$ cat src/rtl/seg_wr_arbiter.sv
// seg_wr_arbiter: round-robin write arbiter between two requesters and an 8-digit display core
// Ports:
//   clk                 single clock, rising edge
//   rst                 synchronous, active-low reset
//   req0/req1           write requests; data0/data1 digit values, sel0/sel1 digit indices
//   ack0/ack1           one-cycle completion pulse to the granted requester
//   clr_req/clr_done    clear-all request and one-cycle completion pulse
//   input_data/select/en  registered write bus to the display core
//   busy                high whenever the arbiter is not idle
// Optional clear sequencer: define SEG_WR_CLEAR_EN. Without it clr_req is ignored and clr_done is 0.
module seg_wr_arbiter #(
    parameter int SETUP_CYC  = 2,
    parameter int STROBE_CYC = 1
) (
    input  logic       clk,
    input  logic       rst,
    input  logic       req0,
    input  logic       req1,
    input  logic [3:0] data0,
    input  logic [3:0] data1,
    input  logic [2:0] sel0,
    input  logic [2:0] sel1,
    output logic       ack0,
    output logic       ack1,
    input  logic       clr_req,
    output logic       clr_done,
    output logic [3:0] input_data,
    output logic [2:0] select,
    output logic       en,
    output logic       busy
);
`ifdef SEG_WR_CLEAR_EN
    typedef enum logic [2:0] {IDLE, SETUP, STROBE, HOLD, CLR} state_t;
`else
    typedef enum logic [2:0] {IDLE, SETUP, STROBE, HOLD} state_t;
`endif

    localparam logic [3:0] SETUP_LOAD  = 4'(SETUP_CYC - 1);
    localparam logic [3:0] STROBE_LOAD = 4'(STROBE_CYC - 1);

    state_t     state;
    logic [3:0] cnt;
    logic       owner;
    logic       last;
    logic       grant1;

    // req1 wins when alone, or in contention when requester 0 was granted last
    assign grant1 = req1 & (~req0 | ~last);

`ifdef SEG_WR_CLEAR_EN
    logic       pend;
    logic       clearing;
    logic [2:0] clr_cnt;
`else
    localparam logic clearing = 1'b0;
    logic unused_clr;
    assign unused_clr = clr_req;
    assign clr_done   = 1'b0;
`endif

    always_ff @(posedge clk) begin
        if (!rst) begin
            state      <= IDLE;
            cnt        <= '0;
            owner      <= 1'b0;
            last       <= 1'b1;
            en         <= 1'b0;
            select     <= '0;
            input_data <= '0;
            ack0       <= 1'b0;
            ack1       <= 1'b0;
            busy       <= 1'b0;
`ifdef SEG_WR_CLEAR_EN
            pend       <= 1'b0;
            clearing   <= 1'b0;
            clr_cnt    <= '0;
            clr_done   <= 1'b0;
`endif
        end else begin
`ifdef SEG_WR_CLEAR_EN
            if (clr_req) pend <= 1'b1;
`endif
            case (state)
                IDLE: begin
`ifdef SEG_WR_CLEAR_EN
                    // a pending clear beats both requesters; a clr_req on this same edge stays pending
                    if (pend) begin
                        pend     <= clr_req;
                        clearing <= 1'b1;
                        clr_cnt  <= '0;
                        busy     <= 1'b1;
                        state    <= CLR;
                    end else
`endif
                    if (req0 || req1) begin
                        owner      <= grant1;
                        last       <= grant1;
                        input_data <= grant1 ? data1 : data0;
                        select     <= grant1 ? sel1 : sel0;
                        cnt        <= SETUP_LOAD;
                        busy       <= 1'b1;
                        state      <= SETUP;
                    end
                end
`ifdef SEG_WR_CLEAR_EN
                CLR: begin
                    input_data <= '0;
                    select     <= clr_cnt;
                    cnt        <= SETUP_LOAD;
                    state      <= SETUP;
                end
`endif
                SETUP: begin
                    if (cnt == '0) begin
                        en    <= 1'b1;
                        cnt   <= STROBE_LOAD;
                        state <= STROBE;
                    end else begin
                        cnt <= cnt - 4'd1;
                    end
                end
                STROBE: begin
                    if (cnt == '0) begin
                        en    <= 1'b0;
                        ack0  <= !clearing && !owner;
                        ack1  <= !clearing && owner;
`ifdef SEG_WR_CLEAR_EN
                        clr_done <= clearing && clr_cnt == 3'd7;
`endif
                        state <= HOLD;
                    end else begin
                        cnt <= cnt - 4'd1;
                    end
                end
                HOLD: begin
                    ack0 <= 1'b0;
                    ack1 <= 1'b0;
`ifdef SEG_WR_CLEAR_EN
                    clr_done <= 1'b0;
                    if (clearing && clr_cnt != 3'd7) begin
                        clr_cnt <= clr_cnt + 3'd1;
                        state   <= CLR;
                    end else begin
                        clearing <= 1'b0;
                        busy     <= 1'b0;
                        state    <= IDLE;
                    end
`else
                    busy  <= 1'b0;
                    state <= IDLE;
`endif
                end
                default: begin
                    en    <= 1'b0;
                    busy  <= 1'b0;
                    state <= IDLE;
                end
            endcase
        end
    end
endmodule

$ cat config.mk
export PLATFORM = sky130hd
export DESIGN_NAME = seg_wr_arbiter
export DESIGN_NICKNAME = d
export VERILOG_FILES = /design/src/rtl/seg_wr_arbiter.sv
export SDC_FILE = /design/constraint.sdc
export NUM_CORES = 1
export LEC_CHECK = 0
export CAP_MARGIN = 30
export CORE_UTILIZATION = 54
export DETAILED_ROUTE_END_ITERATION = 10
export DONT_BUFFER_PORTS = 1
export PLACE_DENSITY_LB_ADDON = 0.12
export RECOVER_POWER = 50
export SYNTH_ARGS = -nofsm -noshare
export SYNTH_HDL_FRONTEND = slang
export SYNTH_SLANG_ARGS = --single-unit
$ cat constraint.sdc
create_clock -name clk -period 1.4 [get_ports clk]
set_input_delay 0.21 -clock clk [delete_from_list [all_inputs] [get_ports clk]]
set_output_delay 0.21 -clock clk [all_outputs]
set_load 0.01 [all_outputs]
==> impl_metrics.env, run 1 <==
# implementation run metrics
export IMPL_outcome="complete, but fails checks"
export IMPL_violations="setup timing"
export IMPL_wirelength_um=2230
export IMPL_async_flop_share=0
export IMPL_htree_levels=1
export IMPL_wl_met1_um=1020
export IMPL_ys_warn_count=0
export IMPL_powerSeq_uw=877
export IMPL_place_congestion=0.804
export IMPL_num_rows=15
export IMPL_grtUsageMet2=0.349
export IMPL_cts_buffers=3
export IMPL_fin_skew_ps=3.83
export IMPL_tool_warnings=34
export IMPL_cts_resized=3
export IMPL_setup_viol=3
export IMPL_hold_end="cnt[0]"
export IMPL_timing_final_ws_setup_ps=-35.2
export IMPL_internal_power_uw=1590
export IMPL_slew_violations=0
export IMPL_yosys_register_bits=19
export IMPL_synthAdderAreaFrac=0.0714
export IMPL_ys_sh_simple=0.208
export IMPL_critical_path_endpoint_type="flip-flop"
export IMPL_port_buffers=0
export IMPL_postSynthSeqShare=0.362
export IMPL_p_comb_uw=1410
export IMPL_lay_top_cells="buf_4 (20), dfxtp_1 (15), nand2_1 (11)"
export IMPL_synthCells=113
export IMPL_max_vdd_ir_drop_v=0.00110
Fig. 1: run 1, close-up of the layout
Scale bar: 5 um. Region (2, 25) to (22, 45) um. Cells in grey, sequential cells in the stronger grey; small squares are vias.
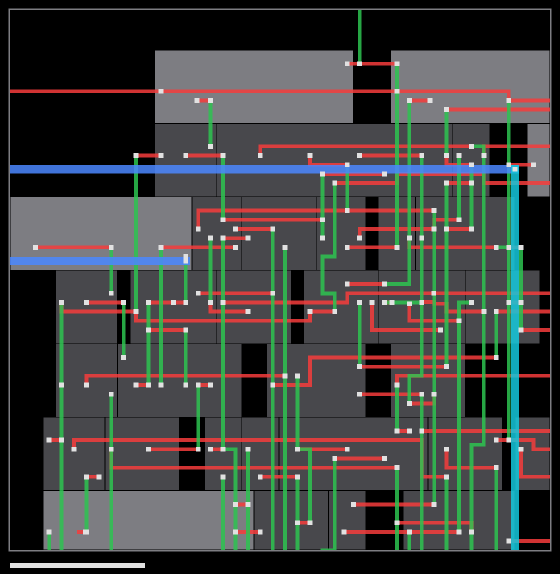
Key: blue = M3; red = M1; cyan = M4; green = M2
Sequential cells in the window: 4. Most frequent: buf_4 (6), nor2b_1 (4), dfxtp_1 (3). 31 logic cells have their middle in the window.

Fig. 2: run 1, track usage over the die
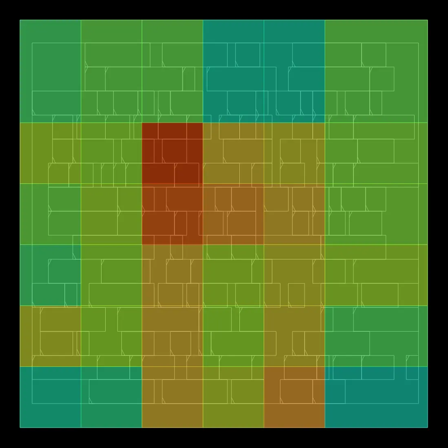
Finished Core Util: 0.756
Tot GR Track Use: 0.208
met3 GRT Util: 0.0549

Fig. 3: run 1, M3 wires
Scale bar: 10 um.
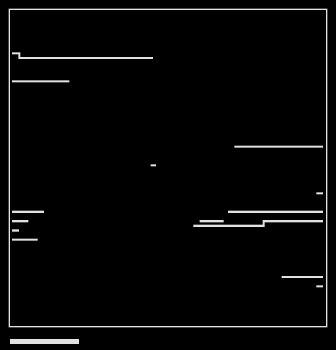
The layer carries 95.7 um of wire. 13 nets have wire on it. The layer holds 4.3% of the routed length.

==> run 2: changes to the inputs <==
--- a/config.mk
+++ b/config.mk
@@ -11,6 +11,7 @@
 export DONT_BUFFER_PORTS = 1
 export PLACE_DENSITY_LB_ADDON = 0.12
 export RECOVER_POWER = 50
+export REMOVE_ABC_BUFFERS = 1
 export SYNTH_ARGS = -nofsm -noshare
 export SYNTH_HDL_FRONTEND = slang
 export SYNTH_SLANG_ARGS = --single-unit
Fig. 4: run 2, close-up of the layout
Scale bar: 5 um. Region (2, 25) to (22, 45) um. Cells in grey, sequential cells in the stronger grey; small squares are vias.
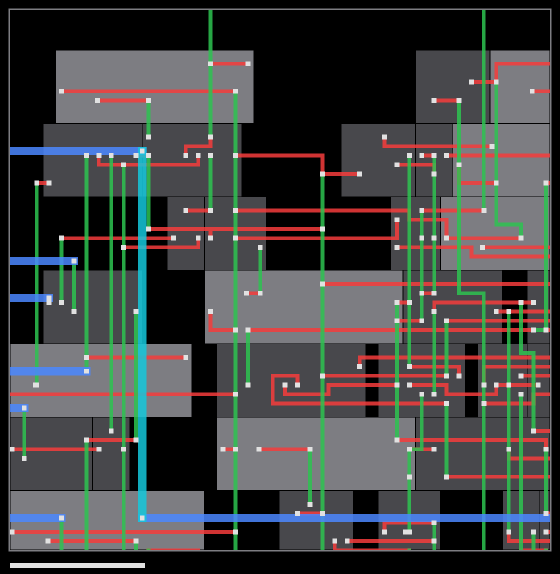
Key: cyan = M4; red = M1; blue = M3; green = M2
Most frequent: dfxtp_1 (5), nand2_1 (4), mux2i_1 (3). Sequential cells in the window: 6. Netlist names of flops here include `input_data` (2). 27 logic cells have their middle in the window.

==> run 2 against run 1 <==
  * The run still ends with setup timing left
  * Die size did not move
  * Clock power grew 3%
  * Hold slack worse by 14 ps
  * Largest cell class unchanged
==> impl_metrics.env, run 2 <==
# implementation run metrics
export IMPL_outcome="complete, but fails checks"
export IMPL_violations="setup timing"
export IMPL_cts_resized=26
export IMPL_mux_share=0.0952
export IMPL_powerSeq_uw=886
export IMPL_maxCapViolCount=0
export IMPL_grtUsageMet2=0.408
export IMPL_wirelength_um=2300
export IMPL_regArea_um2=385
export IMPL_worst_path_most_repeated_cell="buf_6"
export IMPL_max_vdd_ir_drop_v=0.00135
export IMPL_crit_buf_inv=3
export IMPL_track_usage=0.233
export IMPL_clk_latency_ps=300
export IMPL_lay_top_cells="buf_4 (17), dfxtp_1 (15), nand2_1 (11)"
export IMPL_place_congestion=0.861
export IMPL_rsz0062_at_grt="true"
export IMPL_timing_final_ws_setup_ps=-27.0
export IMPL_hold_end="cnt[0]"
export IMPL_tool_warnings=32
export IMPL_postSynthSeqShare=0.362
export IMPL_fin_util=0.780
export IMPL_ys_sh_simple=0.208
export IMPL_slew_violations=0
export IMPL_grt_use_met3=0.0471
export IMPL_wl_met1_um=1060
export IMPL_async_flop_share=0
export IMPL_topCombFamilyByArea="simple AND/OR/NAND/NOR gates"
export IMPL_htree_levels=1
export IMPL_critical_path_endpoint_type="flip-flop"
export IMPL_hold_class="primary input to flip-flop"
export IMPL_top_area_cell="dfxtp_1"
export IMPL_num_rows=15
export IMPL_synthAdderAreaFrac=0.0714
export IMPL_area_delta_synth_final_pct=32.4
export IMPL_critPathLaunchType="flip-flop"
export IMPL_port_buffers=0
export IMPL_ys_warn_count=0
export IMPL_setup_viol=2
export IMPL_yosys_register_bits=19
export IMPL_synthCells=113
export IMPL_fin_skew_ps=8.82
Fig. 5: run 2, met2 routing
Scale bar: 10 um. Cells faint in the background.
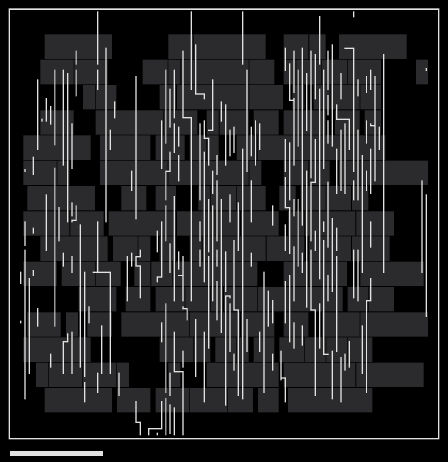
The layer holds 49% of the routed length. 137 nets have wire on it.

Power and IR drop assume default switching activity.
